===== src/rtl/alu_input_seq.sv =====
// Operand-entry sequencer: debounced keys walk the user through A, B and opcode
// entry from the slide switches, then issue a sign-extended operand set to the ALU.
module alu_input_seq #(
    parameter int unsigned DEBOUNCE_CYCLES = 500000
) (
    input  logic        CLOCK_50,
    input  logic        RST,
    input  logic [3:0]  KEY,
    input  logic [17:0] SW,
    output logic [31:0] portA,
    output logic [31:0] portB,
    output logic [3:0]  aluop,
    output logic        issue,
    output logic [1:0]  state
);

    localparam int unsigned CNT_W = (DEBOUNCE_CYCLES > 2) ? $clog2(DEBOUNCE_CYCLES) : 1;
    localparam logic [CNT_W-1:0] CNT_LAST = CNT_W'(DEBOUNCE_CYCLES - 1);

    typedef enum logic [1:0] {
        LOAD_A  = 2'd0,
        LOAD_B  = 2'd1,
        LOAD_OP = 2'd2,
        ISSUE   = 2'd3
    } state_t;

    logic [3:0]       key_meta;
    logic [3:0]       key_sync;
    logic [3:0]       stable;
    logic [3:0]       stable_d;
    logic [CNT_W-1:0] cnt [4];
    logic [16:0]      sw_meta;
    logic [16:0]      sw_sync;
    logic [3:0]       press;
    logic [31:0]      value;
    logic [31:0]      a_reg;
    logic [31:0]      b_reg;
    logic [3:0]       op_reg;
    state_t           st;
    logic             sw_unused;

    // SW[17] has no role in operand entry
    assign sw_unused = SW[17];

    // Two-flop synchronizers for the asynchronous board inputs
    always_ff @(posedge CLOCK_50 or posedge RST) begin
        if (RST) begin
            key_meta <= 4'hF;
            key_sync <= 4'hF;
            sw_meta  <= '0;
            sw_sync  <= '0;
        end else begin
            key_meta <= KEY;
            key_sync <= key_meta;
            sw_meta  <= SW[16:0];
            sw_sync  <= sw_meta;
        end
    end

    // Per-key debounce: a new level is accepted only after holding for DEBOUNCE_CYCLES
    always_ff @(posedge CLOCK_50 or posedge RST) begin
        if (RST) begin
            stable   <= 4'hF;
            stable_d <= 4'hF;
            for (int i = 0; i < 4; i++) begin
                cnt[i] <= '0;
            end
        end else begin
            stable_d <= stable;
            for (int i = 0; i < 4; i++) begin
                if (key_sync[i] == stable[i]) begin
                    cnt[i] <= '0;
                end else if (cnt[i] == CNT_LAST) begin
                    stable[i] <= key_sync[i];
                    cnt[i]    <= '0;
                end else begin
                    cnt[i] <= cnt[i] + CNT_W'(1);
                end
            end
        end
    end

    // Press fires only on the released-to-pressed edge of the debounced level
    assign press = stable_d & ~stable;
    assign value = {{15{sw_sync[16]}}, sw_sync};
    assign state = st;

    // Entry FSM; clear > capture > re-issue > swap when presses coincide
    always_ff @(posedge CLOCK_50 or posedge RST) begin
        if (RST) begin
            st     <= LOAD_A;
            a_reg  <= '0;
            b_reg  <= '0;
            op_reg <= '0;
            portA  <= '0;
            portB  <= '0;
            aluop  <= '0;
            issue  <= 1'b0;
        end else begin
            issue <= 1'b0;
            if (st == ISSUE) begin
                st <= LOAD_A;
            end else if (press[3]) begin
                a_reg  <= '0;
                b_reg  <= '0;
                op_reg <= '0;
                portA  <= '0;
                portB  <= '0;
                aluop  <= '0;
                st     <= LOAD_A;
            end else if (press[0]) begin
                case (st)
                    LOAD_A: begin
                        a_reg <= value;
                        st    <= LOAD_B;
                    end
                    LOAD_B: begin
                        b_reg <= value;
                        st    <= LOAD_OP;
                    end
                    default: begin
                        op_reg <= sw_sync[3:0];
                        portA  <= a_reg;
                        portB  <= b_reg;
                        aluop  <= sw_sync[3:0];
                        issue  <= 1'b1;
                        st     <= ISSUE;
                    end
                endcase
            end else if (press[2]) begin
                portA <= a_reg;
                portB <= b_reg;
                aluop <= op_reg;
                issue <= 1'b1;
                st    <= ISSUE;
            end else if (press[1] && st == LOAD_OP) begin
                a_reg <= b_reg;
                b_reg <= a_reg;
            end
        end
    end

endmodule


===== config.mk =====
export PLATFORM = sky130hd
export DESIGN_NAME = alu_input_seq
export DESIGN_NICKNAME = d
export VERILOG_FILES = /design/src/rtl/alu_input_seq.sv
export SDC_FILE = /design/constraint.sdc
export NUM_CORES = 1
export LEC_CHECK = 0
export CORE_MARGIN = 2
export CORE_UTILIZATION = 45
export CTS_BUF_LIST = sky130_fd_sc_hd__clkbuf_2
export DETAILED_ROUTE_END_ITERATION = 10
export MAX_ROUTING_LAYER = met4
export PLACE_DENSITY = 0.66
export SETUP_SLACK_MARGIN = 0.5
export SYNTH_ARGS = -nofsm -noshare
export SYNTH_HDL_FRONTEND = slang
export SYNTH_SLANG_ARGS = --single-unit

===== constraint.sdc =====
create_clock -name CLOCK_50 -period 9.81 [get_ports CLOCK_50]
set_clock_uncertainty 0.05 [all_clocks]
set_input_delay 2.943 -clock CLOCK_50 [delete_from_list [all_inputs] [get_ports CLOCK_50]]
set_output_delay 2.943 -clock CLOCK_50 [all_outputs]
set_load 0.03 [all_outputs]

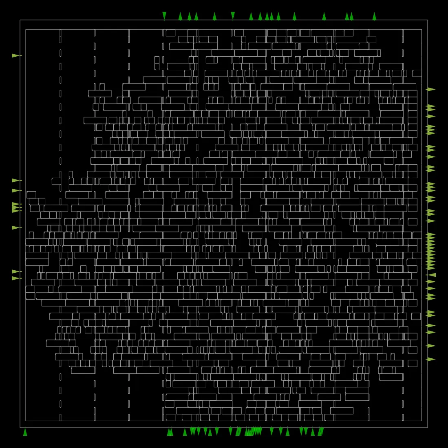
Run 1: placed standard cells
Core Rows: 58
fillers: 2251
Final Non-Filler Cells: 1585
seq_cells: 265

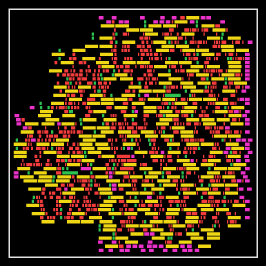
Run 1: placed cells, one color a class
(1.5 px per µm)
other buffers and delay cells: in magenta, cells 103, share of their area 7.8%. all other logic: in red, cells 762, share of their area 36%. clock drivers and dummy loads: in green, cells 124, share of their area 5.1%. flip-flops: in yellow, cells 265, share of their area 51%.
flop share of the area: 49.3%
Final Cell Area: 13500 µm²
Core ar.: 25200 µm²
fin util: 53.6%

==> flow_summary.ini, run 1 <==
; implementation run metrics
[drt]
via_per_inst = 5.03
routedWlPerCell_um = 14.6
wl_mm = 23.1
vias = 7972
detail_route.first_pass.iterations = 4

[grt]
grt_max_degree = 164
antenna_found_initial = 1

[placement]
place_area_um2 = 12800

[power]
internal_power_w = 0.00146

[final_timing]
slew_headroom_pct = 23.5
fmax_ghz = 0.188
final-hold-violation-count = 0
timing.final.crit_period_ps = 5310
tns_ps = 0
fin_crit_sh_pct = 54.1

[min_path]
hold_end = sw_sync[0]

[setup_path]
crit_type = register to primary output
crit_end = state[0]
crit_slowest_cell = clkdlybuf4s50_1
r2r_cells = 6
setup.worst_path.start = state[0]
path_depth = 1

[die]
dieArea_um2 = 27000

[clocking]
cts_setup_buffers = 0
cts_made_buffers = 70
cts_max_level = 3
clkLatencyLatePin_ps = 800

[status]
run_status = complete, no violations

[synthesis]
async_reset_ff_share_pct = 100
netlist_area_um2 = 11600
syn_nets = 1106
xor_share_pct = 3.86
ys_cells = 1078

[flow_run]
drv_cap = 0
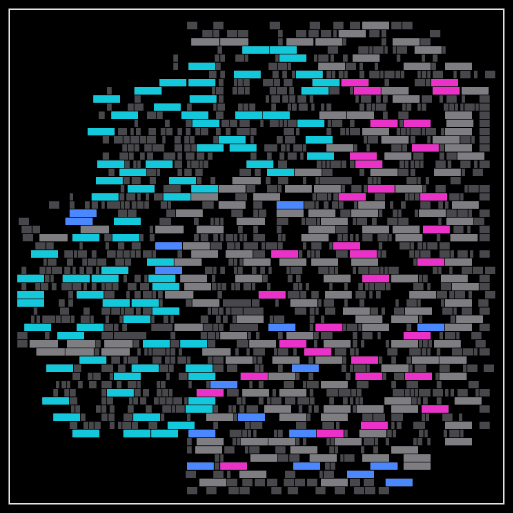
Run 1: sequential cells colored by netlist name
(3 px per µm) Other sequential cells in the stronger gray, the rest of the logic in the fainter gray.
cnt: in cyan, sequential cells 76. b_reg: in magenta, sequential cells 32. sw_meta: in blue, sequential cells 17.
Another 140 sequential cells are not colored.
area occupied by registers: 6650 µm²
seq pwr: 0.00111 W

==> run 1: metal layers <==
metal	track usage (%)	share of wire [%]	wire length, µm	vias to the layer above
li1	-	-	-	3901
met3	4.27	4.7	1070	29
met1	23.8	46	10600	3885
met4	6.02	1.4	323	0
met5	-	0	0	-
met2	28.4	48	11000	157
==> run 1: area by class of cell <==
cell class | instances | area (µm²) | area share, %
Antenna cell | 1 | 2.50 | 0.0186
Clock buffer | 104 | 520 | 3.86
Clock inverter | 20 | 140 | 1.04
Inverter | 107 | 405 | 3.01
Multi-Input combinational cell | 655 | 4340 | 32.2
Sequential cell | 265 | 6650 | 49.3
Tap cell | 330 | 413 | 3.06
Timing Repair Buffer | 103 | 1020 | 7.55
==> run 1: power by group through the flow <==
stage | sequential [W] | combinational [W] | clock (W)
global placement | 0.00113 | 0.0000482 | 0
detailed placement | 0.00113 | 0.0000484 | 0
CTS | 0.00111 | 0.0000483 | 0.000814
global route | 0.00111 | 0.0000533 | 0.000878
floorplan | 0.00113 | 0.0000288 | 0
finish | 0.00111 | 0.0000460 | 0.000776
==> run 1: cell usage in the layout, fill, tap and decap left out, drive strengths merged, types with 10 or more instances in the layout <==
master and instances:
nand4 16, buf 10, xnor2 29, o31ai 11
xor2 22, dfstp 16, nand2 143, or4 12
nor2 62, o21ai 18, clkinv 15, mux2 41
dfrtp 249, or3 13, clkdlybuf4s50 93, clkbuf 104
nand3 30, mux2i 96, inv 108, a21oi 92
==> run 1: cells by family (layout without fill, tap and decap cells) <==
logic type / after synthesis / in the layout
AND-OR/OR-AND: 131 / 131
XOR/XNOR: 51 / 51
adder cells (fa/ha/maj): 4 / 4
buffers and inverters: 158 / 334
flip-flops: 265 / 265
multiplexers: 137 / 137
other: 0 / 1
AND/OR/NAND/NOR: 332 / 332
Run 1, signal wires by layer:
(2 px per µm) Only two layers are drawn.
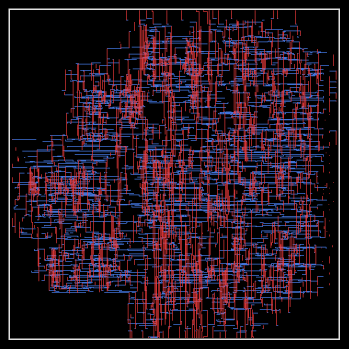

==> run 2: changes to the inputs <==
Clock period 9.81 ns to 4.75 ns, I/O delays scaled along.
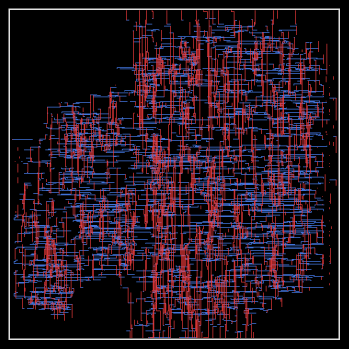
Run 2: signal wires by layer
(2 px per µm) Only two layers are drawn.
met1: in blue, wire length 10700 µm. met2: in red, wire length 10600 µm.
WL final: 22.8 mm
all-layer global routing usage: 18.1%
via count: 8029
WL/cell: 14.4 µm

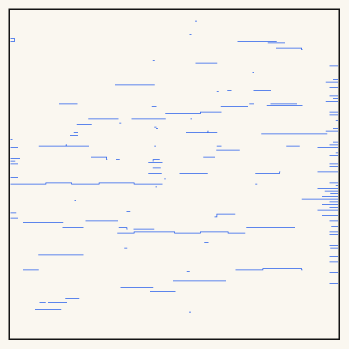
Run 2: met3 routing
(2 px per µm)
80 nets have wire on it. The longest straight run is 32.7 µm. The layer holds 4.4% of the routed length. The wires run mostly horizontal.
M3 GR Usage: 4.39%

==> run 2 against run 1 <==
  * Wire length decreased by 1.1%
  * Clock power increased by 120%
  * Sequential power grew 110%
  * Worst setup slack lost 3600 ps
  * Register-to-register slack got worse by 4600 ps
  * Highest routed layer unchanged
  * Clock-buffer cell count rose by 7
  * Largest cell class unchanged
  * Combinational power is 110% higher
==> flow_summary.ini, run 2 <==
; implementation run metrics
[status]
run_status = complete, no violations

[setup_path]
crit_slowest_cell = clkdlybuf4s50_1
setup.worst_path.start = state[0]
r2r_cells = 5
crit_end = state[0]

[flow_run]
drv_cap = 0
warnings = 30

[die]
fp.coreArea_um2 = 25200
dieArea_um2 = 27000
die_height_um = 164
rows = 58

[drt]
met3_length_mm = 1.01
dr_wl_met2_mm = 10.6
via_per_inst = 5.07

[power]
internal_power_w = 0.00308

[final_timing]
final-hold-violation-count = 0
fmax_ghz = 0.262
timing.final.crit_period_ps = 3810
fin_crit_sh_pct = 80.3
slew_headroom_pct = 18.6

[layout]
fin_cells = 1584
nFillCells = 2213
logic_area_um2 = 4340

[synthesis]
syn_nets = 1106
netlist_area_um2 = 11600
ys_cells = 1078
async_reset_ff_share_pct = 100

[clocking]
cts_made_buffers = 71
cts_setup_buffers = 0
clkLatencyLatePin_ps = 810
cts_max_level = 3

[grt]
grt_max_degree = 178
antenna_found_initial = 1

[min_path]
hold_end = sw_sync[10]
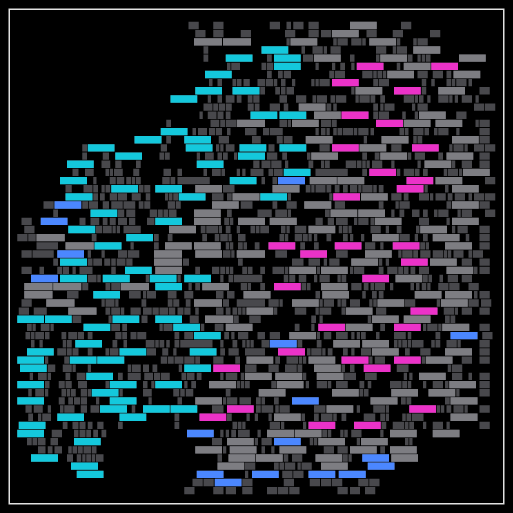
Run 2: sequential cells colored by netlist name
(3 px per µm) Other sequential cells in the stronger gray, the rest of the logic in the fainter gray.
b_reg: in magenta, sequential cells 32. sw_meta: in blue, sequential cells 17. cnt: in cyan, sequential cells 76.
seq pwr: 0.00230 W
fin util: 53.8%
flop share of the area: 49.1%

## run 2: cell counts after synthesis
No cell type changed its count.
## run 2: logic make-up (layout without fill, tap and decap cells)
group	after synthesis	after routing	share of synthesized area, %
xor+xnor	51	51	3.86
simple gates	332	332	14.1
other cells	0	1	0
buf+inv	158	333	5.44
flops	265	265	57.5
fa+ha+maj	4	4	0.433
compound gates	131	131	6.36
mux	137	137	12.3
## run 2: area by class of cell
type	count	share of cell area, %
Tap cell	330	3.05
Clock buffer	111	4.10
Antenna cell	1	0.0185
Sequential cell	265	49.1
Timing Repair Buffer	106	7.78
Multi-Input combinational cell	655	32.0
Clock inverter	9	0.869
Inverter	107	3.00
## run 2: power groups by stage
stage / Sequential (W) / Clock, W / Combinational, W
final: 0.00230 / 0.00168 / 0.0000960
after global routing: 0.00230 / 0.00187 / 0.000112
after CTS: 0.00230 / 0.00175 / 0.000101
after detailed placement: 0.00234 / 0 / 0.000101
after global placement: 0.00234 / 0 / 0.000100
after floorplan: 0.00234 / 0 / 0.0000595
## run 2: metrics by stage
step	worst slack (ps)	total power [W]	hold WS [ps]	instance area (µm²)	setup TNS [ps]
after CTS	856	0.00415	291	13500	0
after global routing	762	0.00429	309	13500	0
final	937	0.00408	301	13500	0
after floorplan	-209	0.00240	281	11600	-52150
after detailed placement	1660	0.00244	286	12900	0
after global placement	1710	0.00244	286	12900	0
## run 2: layer usage
| metal | vias to the layer above | GRT usage [%] |
|---|---|---|
| li1 | 3909 | - |
| met5 | - | - |
| met3 | 49 | 4.39 |
| met4 | 0 | 6.82 |
| met1 | 3900 | 23.3 |
| met2 | 171 | 28.0 |
Power and IR drop assume default switching activity.
